[src/rtl/rtc_rd_pkg.sv]
// Shared constants and FSM state encoding for the RTC read-sweep sequencer.
package rtc_rd_pkg;

  localparam int unsigned RTC_IDX_W       = 4;
  localparam logic [7:0]  RTC_FIRST_RD_ADDR = 8'h21;
  localparam int unsigned RTC_NUM_REGS    = 8;
  localparam int unsigned RTC_ACK_TIMEOUT = 255;

  typedef logic [1:0] rd_state_t;

  localparam rd_state_t StIdle    = 2'd0;
  localparam rd_state_t StIssue   = 2'd1;
  localparam rd_state_t StCapture = 2'd2;
  localparam rd_state_t StDone    = 2'd3;

endpackage

[src/rtl/rd_timeout_cnt.sv]
// Bus-ack watchdog: counts ISSUE cycles without an ack and flags the final allowed cycle.
module rd_timeout_cnt #(
  parameter int unsigned Limit = 255
) (
  input  logic clk,
  input  logic reset,
  input  logic clr_i,
  input  logic en_i,
  output logic expire_o
);

  logic [7:0] cnt_q, cnt_d;

  always_comb begin
    cnt_d = cnt_q;
    if (clr_i) begin
      cnt_d = 8'h00;
    end else if (en_i) begin
      cnt_d = cnt_q + 8'h01;
    end
  end

  always_ff @(posedge clk) begin
    if (!reset) begin
      cnt_q <= 8'h00;
    end else begin
      cnt_q <= cnt_d;
    end
  end

  // High during the Limit-th waiting cycle; an ack in that same cycle still wins upstream.
  assign expire_o = (cnt_q == 8'(Limit - 1));

endmodule

[src/rtl/lectura_rtc_seq.sv]
// RTC read-sweep sequencer: reads NUM_REGS registers from FIRST_ADDR and streams the bytes out.
// Optional ack watchdog enabled by defining RD_TIMEOUT_EN.
module lectura_rtc_seq
  import rtc_rd_pkg::*;
#(
  parameter logic [7:0]  FIRST_ADDR  = RTC_FIRST_RD_ADDR,
  parameter int unsigned NUM_REGS    = RTC_NUM_REGS,
  parameter int unsigned ACK_TIMEOUT = RTC_ACK_TIMEOUT
) (
  input  logic                 clk,
  input  logic                 reset,
  input  logic                 start,
  output logic                 rd_req,
  output logic [7:0]           rd_addr,
  input  logic                 bus_ack,
  input  logic [7:0]           bus_data,
  output logic [7:0]           data_out,
  output logic [RTC_IDX_W-1:0] data_idx,
  output logic                 data_valid,
  output logic                 busy,
  output logic                 done,
  output logic                 err
);

  localparam logic [RTC_IDX_W-1:0] LastIdx = RTC_IDX_W'(NUM_REGS - 1);

  rd_state_t            state_q, state_d;
  logic [RTC_IDX_W-1:0] idx_q, idx_d;
  logic                 rd_req_q, rd_req_d;
  logic [7:0]           rd_addr_q, rd_addr_d;
  logic [7:0]           data_out_q, data_out_d;
  logic [RTC_IDX_W-1:0] data_idx_q, data_idx_d;
  logic                 data_valid_q, data_valid_d;
  logic                 busy_q, busy_d;
  logic                 done_q, done_d;
  logic                 err_q, err_d;
  logic                 cnt_clr, cnt_en, ack_expire;

`ifdef RD_TIMEOUT_EN
  rd_timeout_cnt #(
    .Limit(ACK_TIMEOUT)
  ) u_rd_timeout_cnt (
    .clk     (clk),
    .reset   (reset),
    .clr_i   (cnt_clr),
    .en_i    (cnt_en),
    .expire_o(ack_expire)
  );
`else
  logic unused_cnt;
  assign unused_cnt = ^{cnt_clr, cnt_en, 8'(ACK_TIMEOUT)};
  assign ack_expire = 1'b0;
`endif

  always_comb begin
    state_d      = state_q;
    idx_d        = idx_q;
    rd_req_d     = rd_req_q;
    rd_addr_d    = rd_addr_q;
    data_out_d   = data_out_q;
    data_idx_d   = data_idx_q;
    data_valid_d = 1'b0;
    busy_d       = busy_q;
    done_d       = 1'b0;
    err_d        = 1'b0;
    cnt_clr      = 1'b0;
    cnt_en       = 1'b0;
    unique case (state_q)
      StIdle: begin
        if (start) begin
          state_d   = StIssue;
          idx_d     = '0;
          rd_req_d  = 1'b1;
          rd_addr_d = FIRST_ADDR;
          busy_d    = 1'b1;
          cnt_clr   = 1'b1;
        end
      end
      StIssue: begin
        if (bus_ack) begin
          state_d      = StCapture;
          rd_req_d     = 1'b0;
          data_out_d   = bus_data;
          data_idx_d   = idx_q;
          data_valid_d = 1'b1;
        end else if (ack_expire) begin
          state_d   = StIdle;
          rd_req_d  = 1'b0;
          rd_addr_d = 8'h00;
          busy_d    = 1'b0;
          err_d     = 1'b1;
        end else begin
          cnt_en = 1'b1;
        end
      end
      StCapture: begin
        if (idx_q == LastIdx) begin
          state_d   = StDone;
          rd_addr_d = 8'h00;
          busy_d    = 1'b0;
          done_d    = 1'b1;
        end else begin
          state_d   = StIssue;
          idx_d     = idx_q + 1'b1;
          rd_req_d  = 1'b1;
          // Sum is bounded by FIRST_ADDR+NUM_REGS-1, which must not pass 8'hFF.
          rd_addr_d = FIRST_ADDR + {{(8 - RTC_IDX_W){1'b0}}, idx_q} + 8'h01;
          cnt_clr   = 1'b1;
        end
      end
      StDone: begin
        state_d = StIdle;
      end
      default: begin
        state_d = StIdle;
      end
    endcase
  end

  always_ff @(posedge clk) begin
    if (!reset) begin
      state_q      <= StIdle;
      idx_q        <= '0;
      rd_req_q     <= 1'b0;
      rd_addr_q    <= 8'h00;
      data_out_q   <= 8'h00;
      data_idx_q   <= '0;
      data_valid_q <= 1'b0;
      busy_q       <= 1'b0;
      done_q       <= 1'b0;
      err_q        <= 1'b0;
    end else begin
      state_q      <= state_d;
      idx_q        <= idx_d;
      rd_req_q     <= rd_req_d;
      rd_addr_q    <= rd_addr_d;
      data_out_q   <= data_out_d;
      data_idx_q   <= data_idx_d;
      data_valid_q <= data_valid_d;
      busy_q       <= busy_d;
      done_q       <= done_d;
      err_q        <= err_d;
    end
  end

  assign rd_req     = rd_req_q;
  assign rd_addr    = rd_addr_q;
  assign data_out   = data_out_q;
  assign data_idx   = data_idx_q;
  assign data_valid = data_valid_q;
  assign busy       = busy_q;
  assign done       = done_q;
  assign err        = err_q;

endmodule

[config.mk]
export PLATFORM = sky130hd
export DESIGN_NAME = lectura_rtc_seq
export DESIGN_NICKNAME = d
export VERILOG_FILES = /design/src/rtl/rtc_rd_pkg.sv /design/src/rtl/rd_timeout_cnt.sv /design/src/rtl/lectura_rtc_seq.sv
export SDC_FILE = /design/constraint.sdc
export NUM_CORES = 1
export LEC_CHECK = 0
export ABC_AREA = 1
export CORE_ASPECT_RATIO = 1.5
export CORE_UTILIZATION = 44
export DETAILED_ROUTE_END_ITERATION = 6
export PLACE_DENSITY = 0.77
export SETUP_SLACK_MARGIN = 0.3
export SYNTH_ARGS = -nofsm -noshare
export SYNTH_HDL_FRONTEND = slang
export SYNTH_SLANG_ARGS = --single-unit
[constraint.sdc]
create_clock -name clk -period 2.3 [get_ports clk]
set_input_delay 0.345 -clock clk [delete_from_list [all_inputs] [get_ports clk]]
set_output_delay 0.345 -clock clk [all_outputs]
set_load 0.02 [all_outputs]
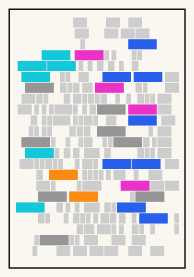
Fig. 1. Where the registers sit (run 1).
Scale: 4 px per micron.
| colour | signal | sequential cells |
|---|---|---|
| orange | state_q | 2 |
| cyan | rd_addr | 6 |
| blue | data_out | 8 |
| magenta | data_idx | 4 |
not coloured: 8
fraction of area in registers: 0.374
storage element area: 561 sq um
seq pwr: 0.000526 W
Util after Layout: 0.611

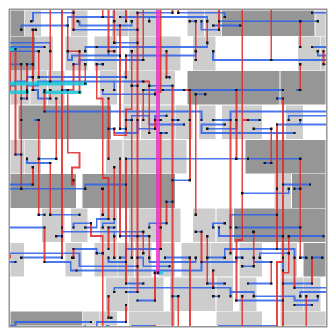
Fig. 2. A small window of the routed layout (run 1).
Window x 9 to 34, y 7 to 32 microns. Cells in grey, sequential cells in the stronger grey; small squares are vias.
| colour | layer |
|---|---|
| cyan | metal 3 |
| magenta | metal 4 |
| blue | metal 1 |
| red | metal 2 |
cells with their middle in the window: 59
netlist names of flops here include: data_out (2), state_q (2)
sequential cells in the window: 7
most frequent: nand2_1 (13), nor2_1 (12)

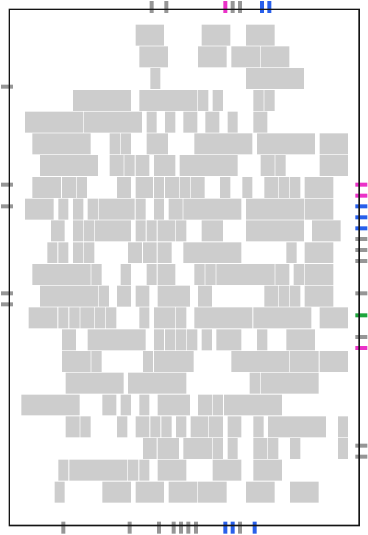
Fig. 3. I/O pins on the die edge (run 1).
Scale: 8 px per micron. Pins as bars across the die edge, other pins in grey.
| colour | port | pins | direction | edge |
|---|---|---|---|---|
| blue | data_out | 8 | output | 3 east, 3 south, 2 north |
| magenta | data_idx | 4 | output | 3 east, 1 north |
| green | done | 1 | output | east |
all pins by edge: 14 east, 11 south, 7 north, 5 west
port buffer count: 33
die x size: 43.6 microns
Die Y: 64.3 microns

-- run 1: Yosys cell counts, types with 2 or more instances --
cell	number
nand3_1	8
inv_1	9
ha_1	2
dfxtp_1	28
nand2_2	2
nor2_4	2
nor2_1	19
a21oi_1	21
nand2_1	45
buf_4	4
-- run 1: cells in the final DEF (no fill, tap or decap) --
cell / n
nand2_1: 45
inv_1: 9
inv_2: 1
clkdlybuf4s50_1: 33
a21oi_1: 21
ha_1: 2
conb_1: 3
nand2_2: 2
nor3b_1: 1
buf_4: 1
nor2_4: 2
or2_2: 1
a21oi_2: 1
nor2_1: 19
nand4_1: 1
nand3_1: 8
clkbuf_4: 3
o21ai_0: 1
dfxtp_1: 28
clkinv_2: 1
clkbuf_8: 1
-- run 1: worst paths after layout --
kind | from | to | cells past startpoint
worst max-delay path | data_out[3]$_SDFFE_PN0P_ | data_out[3] | 1
worst min register to register | data_out[1]$_SDFFE_PN0P_ | data_out[1]$_SDFFE_PN0P_ | 2
worst min-delay path | data_out[1]$_SDFFE_PN0P_ | data_out[1]$_SDFFE_PN0P_ | 2
worst max register to register | idx_q[0]$_SDFFE_PN0P_ | idx_q[3]$_SDFFE_PN0P_ | 8
-- run 1: metal layers --
layer  GRT usage  routed length [microns]
met1       0.217                     1000
met2       0.332                     1200
met3      0.0198                       99
met4      0.0703                       34
met5           0                        0
-- run 1: layout make-up --
cell class,instances,share of cell area
Tap cell,24,0.0201
Clock buffer,4,0.0242
Timing Repair Buffer,34,0.226
Multi-Input combinational cell,107,0.327
Inverter,11,0.0284
Sequential cell,28,0.374
-- run 1: per-stage QoR --
step                utilization  setup slack, ns
floorplan                     -             1.04
detailed placement        0.597            0.655
finish                    0.611            0.638
global placement          0.597            0.666
CTS                       0.611            0.626
global route              0.611            0.593
==> flow_summary.yaml, run 1 <==
# generated from flow reports
outcome:
  outcome: "finished with violations"
  violations: "design-rule violations"
timing:
  fin_hold_ws_ns: 0.476
  post-route-min-period_ns: 1.66
  hold_viol: 0
  final-setup-viol-count: 0
  grt_setup_unrepaired: "false"
  finalCritPeriodShare: 0.722
  setup-tns-final_ns: 0
  max_clock_freq_ghz: 0.602
  maxSlewViolCount: 0
  finClkSkew_ns: 0.00181
synth:
  ys.flop_type: "dfxtp_1"
  simple_gate_share: 0.294
  synth.largest_area_cell: "dfxtp_1"
  synthAoiAreaFrac: 0.104
  muxShareOfSynthArea: 0
  yosys_area_sq_um: 1140
  ys_sh_xor: 0
  synthArstFlopShare: 0
  fa_ha_area_frac: 0.0220
  synth_warnings: 0
  top_cell_area_share: 0.492
  top_cells_by_area: "dfxtp_1, nand2_1, a21oi_1"
  ys_cells: 152
  avgSynthCellArea_sq_um: 7.50
  ys_ff: 28
  syn_inst: 152
  ys_seq_share: 0.492
  edf_count: 0
  yosysUniqueCellTypes: 22
  logic_family: "simple AND/OR/NAND/NOR gates"
  netlist_area_sq_um: 1140
global_route:
  first_global_vias: 952
  grt_max_degree: 16
  grt_pass1_wl_mm: 4.03
  grt_usage: 0.186
  gr-total-overflow: 0
  antenna_found_initial: 0
drt:
  first_pass_iters: 6
  via_count: 1056
  wirelength_mm: 2.34
  drc: 6
  drt_iter0_markers: 40
  ant_nets: 0
  viasPerCell: 5.08
  wl_per_cell_microns: 11.2
critical_path:
  critPathCaptureType: "output port"
  crit_path_start_kind: "flop"
  criticalPathCategory: "flop to output port"
  worstPathRequired_ns: 1.96
  r2r_slack_ns: 0.72
  cp_slowest_stage_delay_ns: 0.61
  crit_path_top_delay_cell: "clkdlybuf4s50_1"
  path_delay_family: "buffers and inverters"
  cp_max_fo: 2
  path_buffers: 1
  crit_chain: "clkdlybuf4s50_1"
  cp.arrival_ns: 1.32
layout:
  diodes: 0
  layout-drive-gt1-share: 0.0707
  fin_area_sq_um: 1500
  largest_reg_flops: 8
  num-nets-final: 199
  fillers: 223
  fin_cells: 208
  synthToLayoutAreaGrowth_pct: 31.4
  comb_area_sq_um: 490
power:
  p_seq_frac: 0.577
  power-top-group: "sequential cells"
  p_switching_w: 0.000241
  power.total_w: 0.000910
  p_int_w: 0.000670
  p_per_area_nw_per_um2: 608
  power_switching_share: 0.265
  powerClk_w: 0.000236
  peakVddDrop_mv: 0.380
  clkPwrFrac: 0.259
  p_comb_w: 0.000149
  p_comb_frac: 0.164
  p_leak_nw: 0.586
floorplan:
  fp_util: 0.465
  ios: 37
  rows: 22
  coreArea_sq_um: 2450
  die-area_sq_um: 2800
cts:
  root_buffer: "clkbuf_4"
  cts_sinks: 28
  htreeDepth: 1
  post_cts_resized: 0
  postCtsSetupBuffers: 0
  clk_latency_ns: 0.33
  ctsLongestPathBuffers: 2
  cts_tree: "done"
  cts_buffers: 3
  ctsHoldBuffers: 0
  clk_pin_slew_ns: 0.14
placement:
  dp.cells: 204
  placed_cell_area_sq_um: 1460
  routabilityCongestion: 0.840
  dpl.hpwl_mm: 1.72
job:
  warnings: 26
  maxCapViolations: 0
worst_hold_path:
  min_path_type: "flop to flop"
Fig. 4: run 1, routing congestion
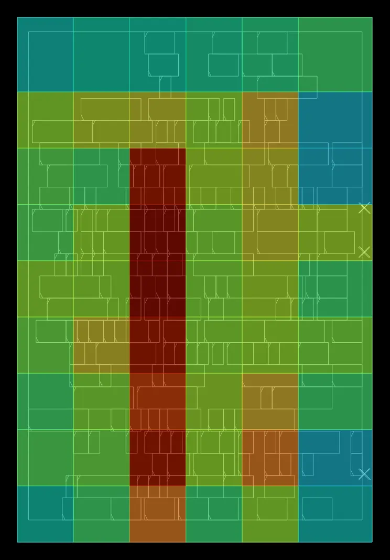

--- run 2 (diff from run 1) ---
--- a/config.mk
+++ b/config.mk
@@ -7,9 +7,9 @@
 export LEC_CHECK = 0
 export ABC_AREA = 1
 export CORE_ASPECT_RATIO = 1.5
-export CORE_UTILIZATION = 44
+export CORE_UTILIZATION = 40
 export DETAILED_ROUTE_END_ITERATION = 6
-export PLACE_DENSITY = 0.77
+export PLACE_DENSITY = 0.74
 export SETUP_SLACK_MARGIN = 0.3
 export SYNTH_ARGS = -nofsm -noshare
 export SYNTH_HDL_FRONTEND = slang
==> constraint.sdc (replaced) <==
create_clock -name clk -period 1.5 [get_ports clk]
set_input_delay 0.225 -clock clk [delete_from_list [all_inputs] [get_ports clk]]
set_output_delay 0.225 -clock clk [all_outputs]
set_load 0.02 [all_outputs]
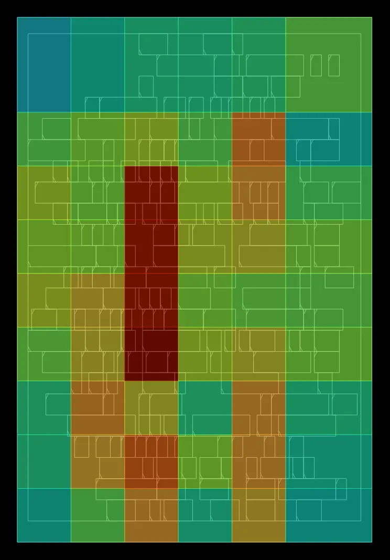
Fig. 5. Routing congestion (run 2).
GRT Total Usage: 0.198
GR peak layer: met2

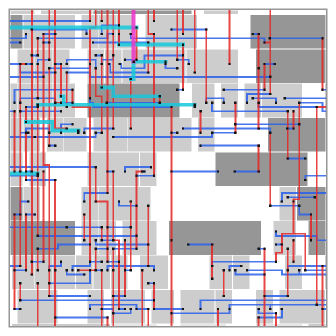
Fig. 6. A small window of the routed layout (run 2).
Window x 10 to 35, y 8 to 33 microns. Cells in grey, sequential cells in the stronger grey; small squares are vias.
| colour | layer |
|---|---|
| magenta | metal 4 |
| cyan | metal 3 |
| blue | metal 1 |
| red | metal 2 |
sequential cells in the window: 7
cells with their middle in the window: 61
most frequent: nor2_1 (12), nand2_1 (11), dfxtp_1 (6)
netlist names of flops here include: data_out (2)

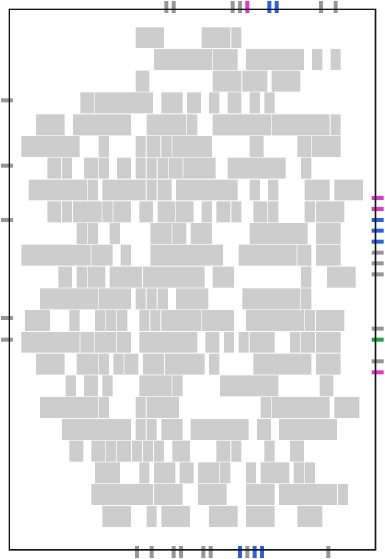
Fig. 7. I/O pins on the die edge (run 2).
Scale: 8 px per micron. Pins as bars across the die edge, other pins in grey.
| colour | port | pins | direction | edge |
|---|---|---|---|---|
| blue | data_out | 8 | output | 3 east, 3 south, 2 north |
| green | done | 1 | output | east |
| magenta | data_idx | 4 | output | 3 east, 1 north |
all pins by edge: 12 east, 11 south, 9 north, 5 west
die x size: 45.6 microns
Die Y: 67.4 microns

==> run 2 against run 1 <==
Compared with the run above:
- the flow now finishes without violations
- highest routed layer unchanged
- critical path depth up 7
- power up 66%
- area after synthesis unchanged
- clock-buffer cell count unchanged
- sequential power up 53%
- setup slack worse by 0.33 ns
- largest power group unchanged
==> flow_summary.yaml, run 2 <==
# generated from flow reports
global_route:
  first_global_vias: 1051
  gr-total-overflow: 0
  grt_max_degree: 17
  grt_pass1_wl_mm: 4.42
  antenna_found_initial: 0
layout:
  final_cell_mix: "nand2_1, dfxtp_1, a21oi_1"
  layout.cells.most_common: "nand2_1"
  largest_reg_flops: 8
  diodes: 0
  layout-drive-gt1-share: 0.197
  fin_cells: 230
  num-nets-final: 208
  fin_area_sq_um: 1640
critical_path:
  path_buffers: 1
  cp.arrival_ns: 1.36
  cp_slowest_stage_delay_ns: 0.37
  crit_path_top_delay_cell: "dfxtp_4"
  path_delay_family: "simple AND/OR/NAND/NOR gates"
  crit_path_start_kind: "flop"
  rr_worst_depth: 8
  criticalPathCategory: "flop to flop"
  critPathCaptureType: "flop"
power:
  p_int_w: 0.00112
  p_per_area_nw_per_um2: 922
  p_seq_frac: 0.532
  clkPwrFrac: 0.300
  p_comb_w: 0.000255
  peakVddDrop_mv: 0.605
  power_switching_share: 0.259
  p_leak_nw: 0.730
  p_switching_w: 0.000393
  power-top-group: "sequential cells"
synth:
  simple_gate_share: 0.294
  muxShareOfSynthArea: 0
  fa_ha_area_frac: 0.0220
  edf_count: 0
  ys.flop_type: "dfxtp_1"
  top_cell_area_share: 0.492
  yosysUniqueCellTypes: 22
  ys_ff: 28
  ys_cells: 152
  ys_sh_xor: 0
  logic_family: "simple AND/OR/NAND/NOR gates"
  synthAoiAreaFrac: 0.104
  netlist_area_sq_um: 1140
  synth_warnings: 0
  yosys_area_sq_um: 1140
  yosys-top-cells-count: "nand2_1, dfxtp_1, a21oi_1"
  top_cells_by_area: "dfxtp_1, nand2_1, a21oi_1"
  avgSynthCellArea_sq_um: 7.50
  synth.largest_area_cell: "dfxtp_1"
timing:
  post-route-min-period_ns: 1.19
  max_clock_freq_ghz: 0.840
  setup-tns-final_ns: 0
  hold_viol: 0
  setup_slack_ns: 0.309
  maxSlewViolCount: 0
  finalCritPeriodShare: 0.794
  grt_setup_unrepaired: "true"
  fin_hold_ws_ns: 0.464
floorplan:
  rows: 23
  ios: 37
  coreArea_sq_um: 2680
  fp_util: 0.426
placement:
  routabilityCongestion: 0.848
  dpl.hpwl_mm: 1.94
  io_buffer_count: 33
cts:
  cts_buffers: 3
  cts_tree: "done"
  cts_sinks: 28
  ctsLongestPathBuffers: 2
  root_buffer: "clkbuf_8"
  clk_pin_slew_ns: 0.09
  clk_latency_ns: 0.27
worst_hold_path:
  min_path_type: "flop to flop"
drt:
  drc: 0
  via_count: 1094
  viasPerCell: 4.76
  drt_iter0_markers: 37
  ant_nets: 0
  wirelength_mm: 2.69
  first_pass_iters: 4
job:
  maxCapViolations: 0
  warnings: 27
outcome:
  outcome: "completed"
[run 2: cell counts after synthesis]
Identical to the previous run, type by type.
[run 2: stage by stage]
stage                      util  power [W]
after floorplan               -   0.000966
after global placement    0.569    0.00106
after detailed placement  0.569    0.00107
after CTS                 0.594    0.00152
after global routing      0.614    0.00158
final                     0.614    0.00151
[run 2: path summary, 6_finish.rpt]
kind                           startpoint                 endpoint  slack [ns]
setup / recovery    idx_q[1]$_SDFFE_PN0P_    idx_q[3]$_SDFFE_PN0P_        0.31
setup reg to reg    idx_q[1]$_SDFFE_PN0P_    idx_q[3]$_SDFFE_PN0P_        0.31
hold reg to reg   rd_addr[1]$_SDFFE_PN0P_  rd_addr[1]$_SDFFE_PN0P_        0.46
hold / removal    rd_addr[1]$_SDFFE_PN0P_  rd_addr[1]$_SDFFE_PN0P_        0.46
[run 2: routing by layer]
layer	vias to the layer above	part of all wire	wire length, microns	GRT usage
li1	556	-	-	-
met1	499	0.40	1060	0.219
met2	35	0.54	1460	0.355
met3	4	0.046	123	0.0241
met4	0	0.017	46	0.102
met5	-	0	0	0
[run 2: layout make-up]
type / instances / area [sq um]
Inverter: 11 / 42.5
Multi-Input combinational cell: 107 / 546
Tap cell: 37 / 46.3
Clock buffer: 4 / 55.1
Sequential cell: 28 / 572
Timing Repair Buffer: 43 / 382
Fill cell: 258 / 1030
[run 2: worst reg2reg max path, cell delays in order, from the launching register on]
cell and delay, ns:
dfxtp_4 0.37, ha_4 0.15, nand2_4 0.06, nor2_4 0.13
nand2_4 0.09, nand2_4 0.11, inv_1 0.06, nor2_1 0.08
nor2_1 0.06
[run 2: what timing repair did]
item                                    CTS  global route
pin swaps                                 3             0
endpoints found under the setup margin   30            36
buffers inserted                          3             2
resized                                  29            25
No activity file was given, so power comes from the tool's default toggle rates.
